<file path="config.mk">
export PLATFORM = sky130hd
export DESIGN_NAME = uart_byte_fifo
export DESIGN_NICKNAME = d
export VERILOG_FILES = /design/src/rtl/uart_pkg.sv /design/src/rtl/uart_fifo_mem.sv /design/src/rtl/uart_byte_fifo.sv
export SDC_FILE = /design/constraint.sdc
export NUM_CORES = 1
export LEC_CHECK = 0
export ABC_CLOCK_PERIOD_IN_PS = 3580
export CAP_MARGIN = 25
export CORE_MARGIN = 2
export CORE_UTILIZATION = 60
export CTS_CLUSTER_DIAMETER = 100
export CTS_CLUSTER_SIZE = 14
export DETAILED_ROUTE_END_ITERATION = 8
export PLACE_DENSITY = 0.83
export SYNTH_ARGS = -nofsm -noshare
export SYNTH_HDL_FRONTEND = slang
export SYNTH_SLANG_ARGS = --single-unit
</file>
<file path="constraint.sdc">
create_clock -name i_clk -period 3.58 [get_ports i_clk]
set_input_delay 0.895 -clock i_clk [delete_from_list [all_inputs] [get_ports i_clk]]
set_output_delay 0.895 -clock i_clk [all_outputs]
set_load 0.01 [all_outputs]
</file>
<file path="src/rtl/uart_pkg.sv">
// Shared constants for the UART byte FIFO slice.
// Optional macro UART_BYTE_FIFO_CRLF_EN widens entries with a CR flag bit.
package uart_pkg;

  localparam int unsigned   BYTE_W         = 8;
  localparam logic [7:0]    ASCII_CR       = 8'h0D;
  localparam logic [7:0]    ASCII_LF       = 8'h0A;
  localparam int unsigned   DEFAULT_LGFLEN = 4;

`ifdef UART_BYTE_FIFO_CRLF_EN
  localparam int unsigned   ENTRY_W        = BYTE_W + 1;
`else
  localparam int unsigned   ENTRY_W        = BYTE_W;
`endif

  // Transmit phase: sending the head byte, or the LF that follows a flagged CR.
  typedef enum logic {
    TX_BYTE = 1'b0,
    TX_LF   = 1'b1
  } tx_phase_e;

endpackage

</file>
<file path="src/rtl/uart_fifo_mem.sv">
// FIFO storage: synchronous-write array with combinational read of the head address.
module uart_fifo_mem
  import uart_pkg::*;
#(
  parameter int unsigned AW = DEFAULT_LGFLEN,
  parameter int unsigned DW = BYTE_W
) (
  input  logic          clk_i,
  input  logic          we_i,
  input  logic [AW-1:0] waddr_i,
  input  logic [DW-1:0] wdata_i,
  input  logic [AW-1:0] raddr_i,
  output logic [DW-1:0] rdata_o
);

  logic [DW-1:0] mem_q [2**AW];

  always_ff @(posedge clk_i) begin
    if (we_i) begin
      mem_q[waddr_i] <= wdata_i;
    end
  end

  assign rdata_o = mem_q[raddr_i];

endmodule

</file>
<file path="src/rtl/uart_byte_fifo.sv">
// Byte FIFO between rxuartlite and txuartlite with one-cycle strobes and sticky overflow.
// Define UART_BYTE_FIFO_CRLF_EN to emit an LF after every received CR.
module uart_byte_fifo
  import uart_pkg::*;
#(
  parameter int unsigned LGFLEN = DEFAULT_LGFLEN
) (
  input  logic              i_clk,
  input  logic              i_reset,
  input  logic              i_rx_stb,
  input  logic [BYTE_W-1:0] i_rx_data,
  input  logic              i_tx_busy,
  output logic              o_tx_stb,
  output logic [BYTE_W-1:0] o_tx_data,
  output logic [LGFLEN:0]   o_fill,
  output logic              o_overflow
);

  localparam logic [LGFLEN:0] DEPTH = {1'b1, {LGFLEN{1'b0}}};

  logic [LGFLEN-1:0]  wr_ptr_q, wr_ptr_d;
  logic [LGFLEN-1:0]  rd_ptr_q, rd_ptr_d;
  logic [LGFLEN:0]    fill_q, fill_d;
  logic               stb_q;
  logic               ovf_q, ovf_d;
  logic               full, empty, stb, push, pop;
  logic [ENTRY_W-1:0] wdata, head;
  logic [BYTE_W-1:0]  tx_data;

`ifdef UART_BYTE_FIFO_CRLF_EN
  tx_phase_e phase_q, phase_d;
  assign wdata = {i_rx_data == ASCII_CR, i_rx_data};
`else
  assign wdata = i_rx_data;
`endif

  uart_fifo_mem #(
    .AW (LGFLEN),
    .DW (ENTRY_W)
  ) u_mem (
    .clk_i   (i_clk),
    .we_i    (push),
    .waddr_i (wr_ptr_q),
    .wdata_i (wdata),
    .raddr_i (rd_ptr_q),
    .rdata_o (head)
  );

  assign full  = (fill_q == DEPTH);
  assign empty = (fill_q == '0);

  always_comb begin
    // Strobe is gated by reset so nothing leaves the FIFO in the reset cycle.
    stb     = !i_reset && !empty && !i_tx_busy && !stb_q;
    pop     = stb;
    tx_data = head[BYTE_W-1:0];
`ifdef UART_BYTE_FIFO_CRLF_EN
    phase_d = phase_q;
    if (phase_q == TX_LF) begin
      tx_data = ASCII_LF;
    end
    // A flagged CR stays at the head until its trailing LF has been sent.
    if (stb) begin
      if (phase_q == TX_BYTE && head[BYTE_W]) begin
        phase_d = TX_LF;
        pop     = 1'b0;
      end else begin
        phase_d = TX_BYTE;
      end
    end
`endif
    push     = i_rx_stb && (!full || pop);
    ovf_d    = ovf_q || (i_rx_stb && full && !pop);
    wr_ptr_d = push ? wr_ptr_q + 1'b1 : wr_ptr_q;
    rd_ptr_d = pop  ? rd_ptr_q + 1'b1 : rd_ptr_q;
    case ({push, pop})
      2'b10:   fill_d = fill_q + 1'b1;
      2'b01:   fill_d = fill_q - 1'b1;
      default: fill_d = fill_q;
    endcase
  end

  always_ff @(posedge i_clk) begin
    if (i_reset) begin
      wr_ptr_q <= '0;
      rd_ptr_q <= '0;
      fill_q   <= '0;
      stb_q    <= 1'b0;
      ovf_q    <= 1'b0;
    end else begin
      wr_ptr_q <= wr_ptr_d;
      rd_ptr_q <= rd_ptr_d;
      fill_q   <= fill_d;
      stb_q    <= stb;
      ovf_q    <= ovf_d;
    end
  end

`ifdef UART_BYTE_FIFO_CRLF_EN
  always_ff @(posedge i_clk) begin
    if (i_reset) begin
      phase_q <= TX_BYTE;
    end else begin
      phase_q <= phase_d;
    end
  end
`endif

  assign o_tx_stb   = stb;
  assign o_tx_data  = tx_data;
  assign o_fill     = fill_q;
  assign o_overflow = ovf_q;

endmodule

</file>
==> datasheet_impl.txt, run 1 <==
Characteristics after synthesis and place and route

Parameter                              Value

Finish
  Area Overhead vs Synth    20.2%
  Clock tree cell share of total cell area    under 10%
  Comb_multi_in    146
  Seq area share    58.8%

Logic synthesis
  Async set-reset flop share out of synthesis    0%
  Cells in synth_stat.txt    320
  Number of warnings issued by yosys    0
  Largest cells by area after synthesis    sky130_fd_sc_hd__edfxtp_1, sky130_fd_sc_hd__mux4_2, sky130_fd_sc_hd__dfxtp_1
  Dominant cell by count in the synthesized netlist    sky130_fd_sc_hd__edfxtp_1
  Post-synthesis sequential element count    147
  Count of flip-flops with a built-in enable after synthesis    128

Pwr
  Power consumed by sequential cells    around 0.0019 W
  Clk. pwr    0.00166 W
  Internal Power    a little over 0.003 W
  Combinational logic power    between 0.0003 and 0.0004 W

Clock network
  Number of clock buffers inserted by TritonCTS    17
  Root buffer cell    sky130_fd_sc_hd__clkbuf_8
  Count of hold buffers inserted by post-cts repair    0
  Post CTS Setup Buffer Count    2
  Maximum buffer depth of the clock tree    2

Worst setup path
  Worst reg2reg path endpoint    o_fill[4]
  Slowest library cell on the worst path    sky130_fd_sc_hd__mux4_2
  Endpoint type of the worst setup path    output port
  Stages on worst setup path    4
  Worst endpoint required time    2.68 ns
  Critical path class    register to output port
  Critical R2R Launch    o_fill[1]

STA
  Final max-slew violation count    0
  Fin Clk Skew    0.0103 ns
  Worst max-slew margin expressed relative to the limit    58.4%
  Worst slew pin tran    0.624 ns

Hold path
  Path class of the lowest-slack min-delay path    register to register

Die
  Width of the die    104 um
  Die area    ~0.011 mm2
  Tapcells inserted    133

Route
  Number of optimization iterations in the first detailed-route pass    5
  Vias per Instance    6.37

GRT
  Largest net degree at the start of global routing    33
  Total global-route track usage    28.0%
  GRT Max-Usage Layer    met2

Place
  Post-placement cell count    492

Status
  Status    completed
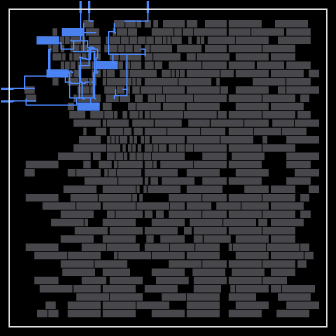
*Wires at chosen ports, followed through buffers, run 1*
legend:
  `o_fill`:
    color: blue
    bits: 5
    direction: output
    end_cells: 5
    buffers: 5
    wire: 319 um
count of input and output buffers: 26
io pins: 27

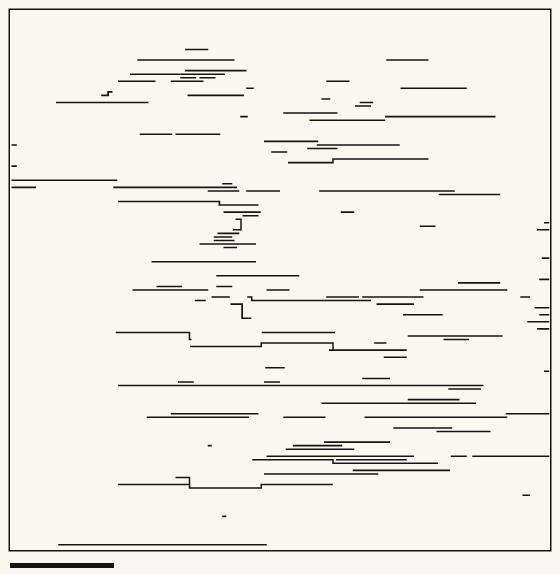
*M3 wires, run 1*
Bar = 20 um.
main direction: horizontal
nets with wire on the layer: 84
share of all routed wire: 8.5%
longest straight run: 69.9 um
via count: 3358
drt total wl: 14000 um
met3 layer usage reported by global route: 7.74%

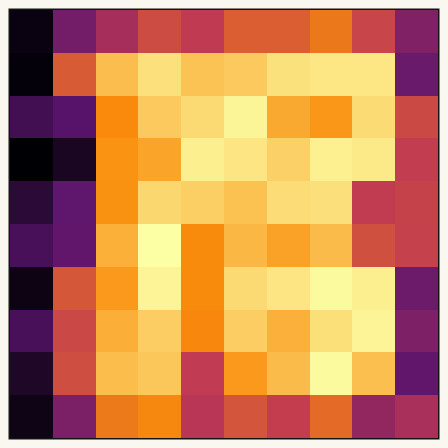
*Cell area per tile, run 1*
10 x 10 tiles, from black (low) to pale yellow (high), 0 to 100% covered.
densest ninth of the die: center
nearly empty tiles: 2.0%
tiles over 75% full: 49%
fullest tile: 100%
mean over tiles: 65%

==> run 2, diff against run 1 <==
- CORE_MARGIN: 2 -> default
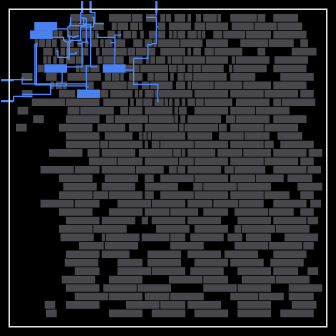
*Wires at chosen ports, followed through buffers, run 2*
legend:
  `o_fill`:
    color: blue
    bits: 5
    direction: output
    end_cells: 5
    buffers: 5
    wire: 317 um

==> datasheet_impl.txt, run 2 <==
Characteristics after synthesis and place and route

Parameter                              Value

Status
  Status    complete, but fails checks
  Violations in the final reports    setup timing

Die
  Die area    0.0104 mm2
  Tapcells inserted    133
  Width of the die    102 um

Logic synthesis
  Post-synthesis sequential element count    ~150
  Dominant cell by count in the synthesized netlist    sky130_fd_sc_hd__edfxtp_1

Place
  Count of input and output buffers    26

Pwr
  Combinational logic power    0.000410 W
  Clk. pwr    0.00167 W

Clock network
  Root buffer cell    sky130_fd_sc_hd__clkbuf_8
  Count of hold buffers inserted by post-cts repair    0
  Maximum buffer depth of the clock tree    2
  Post CTS Setup Buffer Count    0

Finish
  Clock tree cell share of total cell area    7.91%
  Seq area share    between 50% and 60%

Worst setup path
  Worst reg2reg path endpoint    o_fill[2]
  Stages on worst setup path    4
  Worst endpoint required time    between 2 and 3 ns

STA
  Final setup margin    -0.0210 ns
  Worst slew pin tran    0.640 ns
  Setup violations, final    1

Route
  Vias per Instance    6.44
  Via count    about 3400

GRT
  Total global-route track usage    26.7%
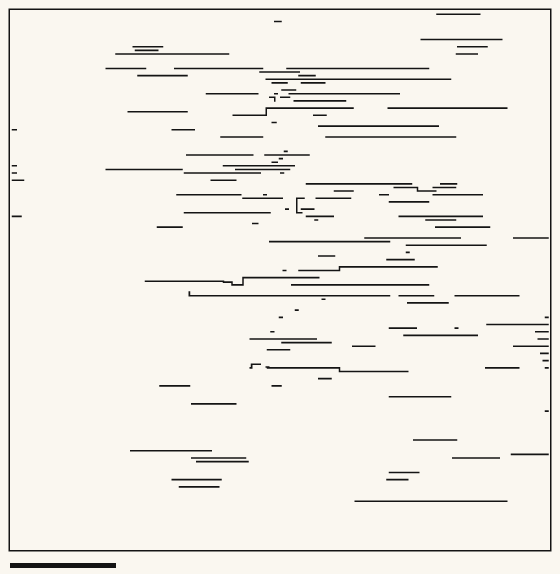
*M3 wires, run 2*
Bar = 20 um.
share of all routed wire: 7.8%
nets with wire on the layer: 87

Power and IR drop assume default switching activity.
